===== src/rtl/led_ctrl_pkg.sv =====
// Shared types and constants for the LED bar sequencer: mode encoding,
// scan direction and the pattern each mode starts from.
package led_ctrl_pkg;

    typedef enum logic [1:0] {
        SCAN  = 2'd0,
        CHASE = 2'd1,
        ALT   = 2'd2,
        FILL  = 2'd3
    } mode_t;

    typedef enum logic {
        DIR_LEFT  = 1'b0,
        DIR_RIGHT = 1'b1
    } dir_t;

    localparam logic [7:0] INIT_SCAN  = 8'h01;
    localparam logic [7:0] INIT_CHASE = 8'h01;
    localparam logic [7:0] INIT_ALT   = 8'hAA;
    localparam logic [7:0] INIT_FILL  = 8'h00;

    function automatic logic [7:0] init_pattern(input mode_t m);
        case (m)
            SCAN:    return INIT_SCAN;
            CHASE:   return INIT_CHASE;
            ALT:     return INIT_ALT;
            default: return INIT_FILL;
        endcase
    endfunction

endpackage


===== src/rtl/button_debounce.sv =====
// Raw button to single-cycle press pulse: 2-flop synchronizer, stability
// counter, and a rising-edge pulse on the accepted (stable) level.
module button_debounce #(
    parameter logic [15:0] DEBOUNCE_CYCLES = 16'd32000
) (
    input  logic clk,
    input  logic reset_,
    input  logic btn,
    output logic press
);

    logic [1:0]  sync_q;
    logic        stable_q;
    logic [15:0] cnt_q;
    logic        press_q;
    logic        synced;
    logic        differs;
    logic        accept;

    assign synced  = sync_q[1];
    assign differs = synced != stable_q;
    assign accept  = differs && (cnt_q == DEBOUNCE_CYCLES - 16'd1);
    assign press   = press_q;

    always_ff @(posedge clk or negedge reset_) begin
        if (!reset_) begin
            sync_q   <= '0;
            stable_q <= 1'b0;
            cnt_q    <= '0;
            press_q  <= 1'b0;
        end else begin
            sync_q  <= {sync_q[0], btn};
            // Pulse only when a new high level is accepted; releases are silent.
            press_q <= accept && synced;
            if (!differs) begin
                cnt_q <= '0;
            end else if (accept) begin
                stable_q <= synced;
                cnt_q    <= '0;
            end else begin
                cnt_q <= cnt_q + 16'd1;
            end
        end
    end

endmodule


===== src/rtl/led_pattern_controller.sv =====
// Top-level 8-LED bar sequencer: debounced mode/pause buttons, a programmable
// step tick and four display patterns.
module led_pattern_controller
    import led_ctrl_pkg::*;
#(
    parameter logic [21:0] TICK_PERIOD     = 22'd3993608,
    parameter logic [15:0] DEBOUNCE_CYCLES = 16'd32000
) (
    input  logic       clk,
    input  logic       reset_,
    input  logic       btn_mode,
    input  logic       btn_pause,
    output logic [7:0] led,
    output logic [1:0] mode,
    output logic       paused
);

    logic [1:0] btn_raw;
    logic [1:0] btn_press;
    logic       mode_press;
    logic       pause_press;

    assign btn_raw     = {btn_pause, btn_mode};
    assign mode_press  = btn_press[0];
    assign pause_press = btn_press[1];

    for (genvar g = 0; g < 2; g++) begin : g_btn
        button_debounce #(
            .DEBOUNCE_CYCLES(DEBOUNCE_CYCLES)
        ) u_db (
            .clk   (clk),
            .reset_(reset_),
            .btn   (btn_raw[g]),
            .press (btn_press[g])
        );
    end

    mode_t       mode_q, mode_d;
    dir_t        dir_q, dir_d;
    logic [7:0]  led_q, led_d;
    logic [21:0] cnt_q, cnt_d;
    logic        paused_q, paused_d;
    logic        tick;

    assign tick = cnt_q == TICK_PERIOD;

    always_ff @(posedge clk or negedge reset_) begin
        if (!reset_) begin
            mode_q   <= SCAN;
            dir_q    <= DIR_LEFT;
            led_q    <= INIT_SCAN;
            cnt_q    <= '0;
            paused_q <= 1'b0;
        end else begin
            mode_q   <= mode_d;
            dir_q    <= dir_d;
            led_q    <= led_d;
            cnt_q    <= cnt_d;
            paused_q <= paused_d;
        end
    end

    always_comb begin
        mode_d   = mode_q;
        dir_d    = dir_q;
        led_d    = led_q;
        cnt_d    = cnt_q;
        paused_d = paused_q ^ pause_press;

        if (!paused_q) cnt_d = tick ? '0 : cnt_q + 22'd1;

        // A mode press restarts the pattern and the tick, overriding any step due now.
        if (mode_press) begin
            mode_d = mode_t'(mode_q + 2'd1);
            led_d  = init_pattern(mode_d);
            dir_d  = DIR_LEFT;
            cnt_d  = '0;
        end else if (tick && !paused_q) begin
            case (mode_q)
                SCAN: begin
                    if (dir_q == DIR_LEFT) begin
                        led_d = led_q << 1;
                        if (led_d == 8'h80) dir_d = DIR_RIGHT;
                    end else begin
                        led_d = led_q >> 1;
                        if (led_d == 8'h01) dir_d = DIR_LEFT;
                    end
                end
                CHASE:   led_d = {led_q[6:0], led_q[7]};
                ALT:     led_d = ~led_q;
                FILL:    led_d = (led_q == 8'hFF) ? 8'h00 : {led_q[6:0], 1'b1};
                default: led_d = led_q;
            endcase
        end
    end

    assign led    = led_q;
    assign mode   = mode_q;
    assign paused = paused_q;

endmodule


===== config.mk =====
export PLATFORM = sky130hd
export DESIGN_NAME = led_pattern_controller
export DESIGN_NICKNAME = d
export VERILOG_FILES = /design/src/rtl/led_ctrl_pkg.sv /design/src/rtl/button_debounce.sv /design/src/rtl/led_pattern_controller.sv
export SDC_FILE = /design/constraint.sdc
export NUM_CORES = 1
export LEC_CHECK = 0
export ABC_AREA = 0
export CAP_MARGIN = 20
export CORE_MARGIN = 2
export CORE_UTILIZATION = 40
export DETAILED_ROUTE_END_ITERATION = 10
export GPL_ROUTABILITY_DRIVEN = 1
export SLEW_MARGIN = 20
export SYNTH_ARGS = -nofsm -noshare
export SYNTH_HDL_FRONTEND = slang
export SYNTH_HIERARCHICAL = 1
export SYNTH_SLANG_ARGS = --single-unit

===== constraint.sdc =====
create_clock -name clk -period 2.5 [get_ports clk]
set_clock_uncertainty 0.05 [all_clocks]
set_input_delay 0.5 -clock clk [delete_from_list [all_inputs] [get_ports clk]]
set_output_delay 0.5 -clock clk [all_outputs]
set_load 0.005 [all_outputs]

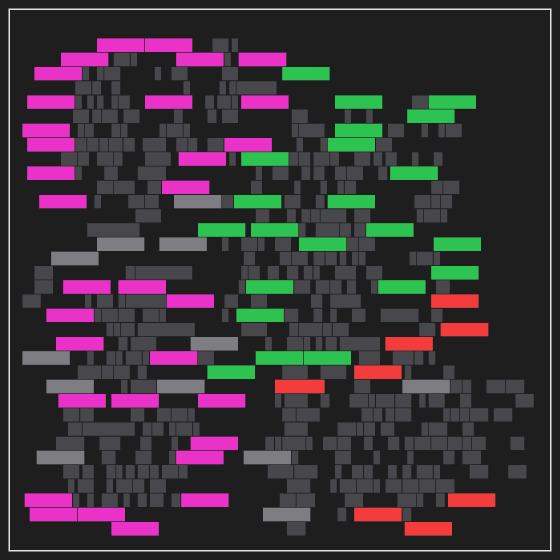
*Where the registers sit*
Other sequential cells in the stronger gray, the rest of the logic in the fainter gray.
[led] red | flops: 8
[cnt_q] green | flops: 22
[g_btn.u_db/cnt_q] magenta | flops: 32
not colored: 12
Layout Utilization: 46.4%
total sequential power: 1.22 mW
register area: 1850 µm²
register share of the cell area: 41.2%

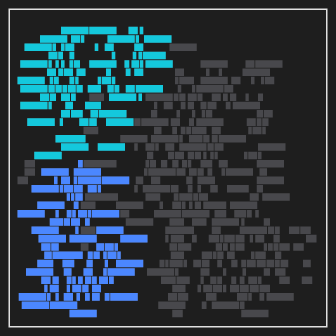
*Placement by RTL instance*
Other cells in gray.
[g_btn[0].u_db] cyan | cells: 84 | where: top left
[g_btn[1].u_db] blue | cells: 85 | where: bottom left
not colored: 248
die area: 10,700 µm²
Non-Filler Instances: 550

==> reports/qor.csv <==
metric;value;unit
TritonCTS buffer count;9;
Starting DRT DRC Count;91;
seq_cells;74;
combinational share of power;2.7;%
max reg flops;32;
gr ovfl total;0;
final worst setup slack;0.358;ns
Top Layout Cells;73 x dfrtp_1, 56 x nor2_1, 25 x xor2_1;
CP top delay family;simple AND/OR/NAND/NOR gates;
Die W;103;µm
run status;finished, final reports clean;
CP cell instances;inv_1 > ha_1 > nand2_1 > or4_4 > o31ai_4 > mux2_2;
DR top layer;met4;
WL/cell;14.1;µm
final setup fails;0;
top power group;sequential cells;
Mapped Area;3940;µm²
OpenROAD warnings;31;
Arr. time, crit path;2.32;ns
Seq share, synth;47.0;%
Final clock-cell share;4.87;%
pins over their slew limit;0;
post-synthesis cell count;389;
Vias;2868;
initial antenna violation count;0;
Resize count post-CTS;0;
worst vdd ir;0.301;mV
Met3 Wirelength;211;µm
final hold slack;0.0456;ns
sw frac;21.1;%
met2 usage;25.9;%
Pwr per Cell Area;512;nW/µm²
GPL Wtd Cong;0.806;
clk slew on worst S/H paths;0.08;ns
Top cell excl fill/tap;dfrtp_1;
dpl cell area;4280;µm²
# clock sinks;74;
non-clk buf share;5.01;%
slew margin rel.;55.9;%
flip-flops with a built-in enable;0;
multi-input gate share of total cell area;43.9;%
M3 GR Usage;2.69;%
Worst path max stage delay;0.47;ns
vias in the first global route;2913;
critical path peak fanout;9;
Yosys warning count;6;
Signal buffers;24;
hold buffers post-CTS;0;
Clock power frac;44.4;%
Top cell area share;46.3;%
# Post-CTS Setup Buffers;0;
layer with the highest usage;met2;
Crit Path Class;reg2reg;
CP Launch Point;cnt_q[0];
Startpoint Class;flop;
combinational power;0.0615;mW
RSZ-0062 raised after global routing;false;
clock group power;1.02;mW
setup TNS;0;ns
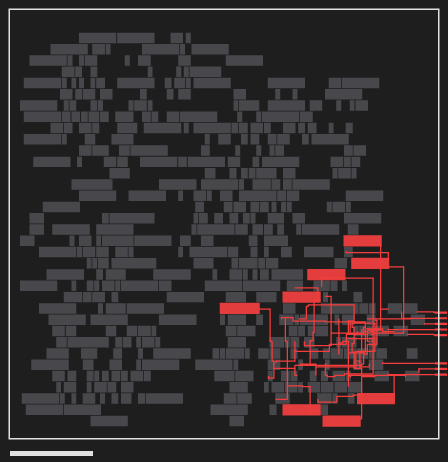
*I/O nets highlighted*
Bar = 20 µm.
[led] red | bits: 8 | direction: output | end cells: 8 | buffers: 8 | wire: 596 µm
# IOs: 15
Buffers on Ports: 14

Power figures rest on the tool's default switching activity, not on a simulated workload.
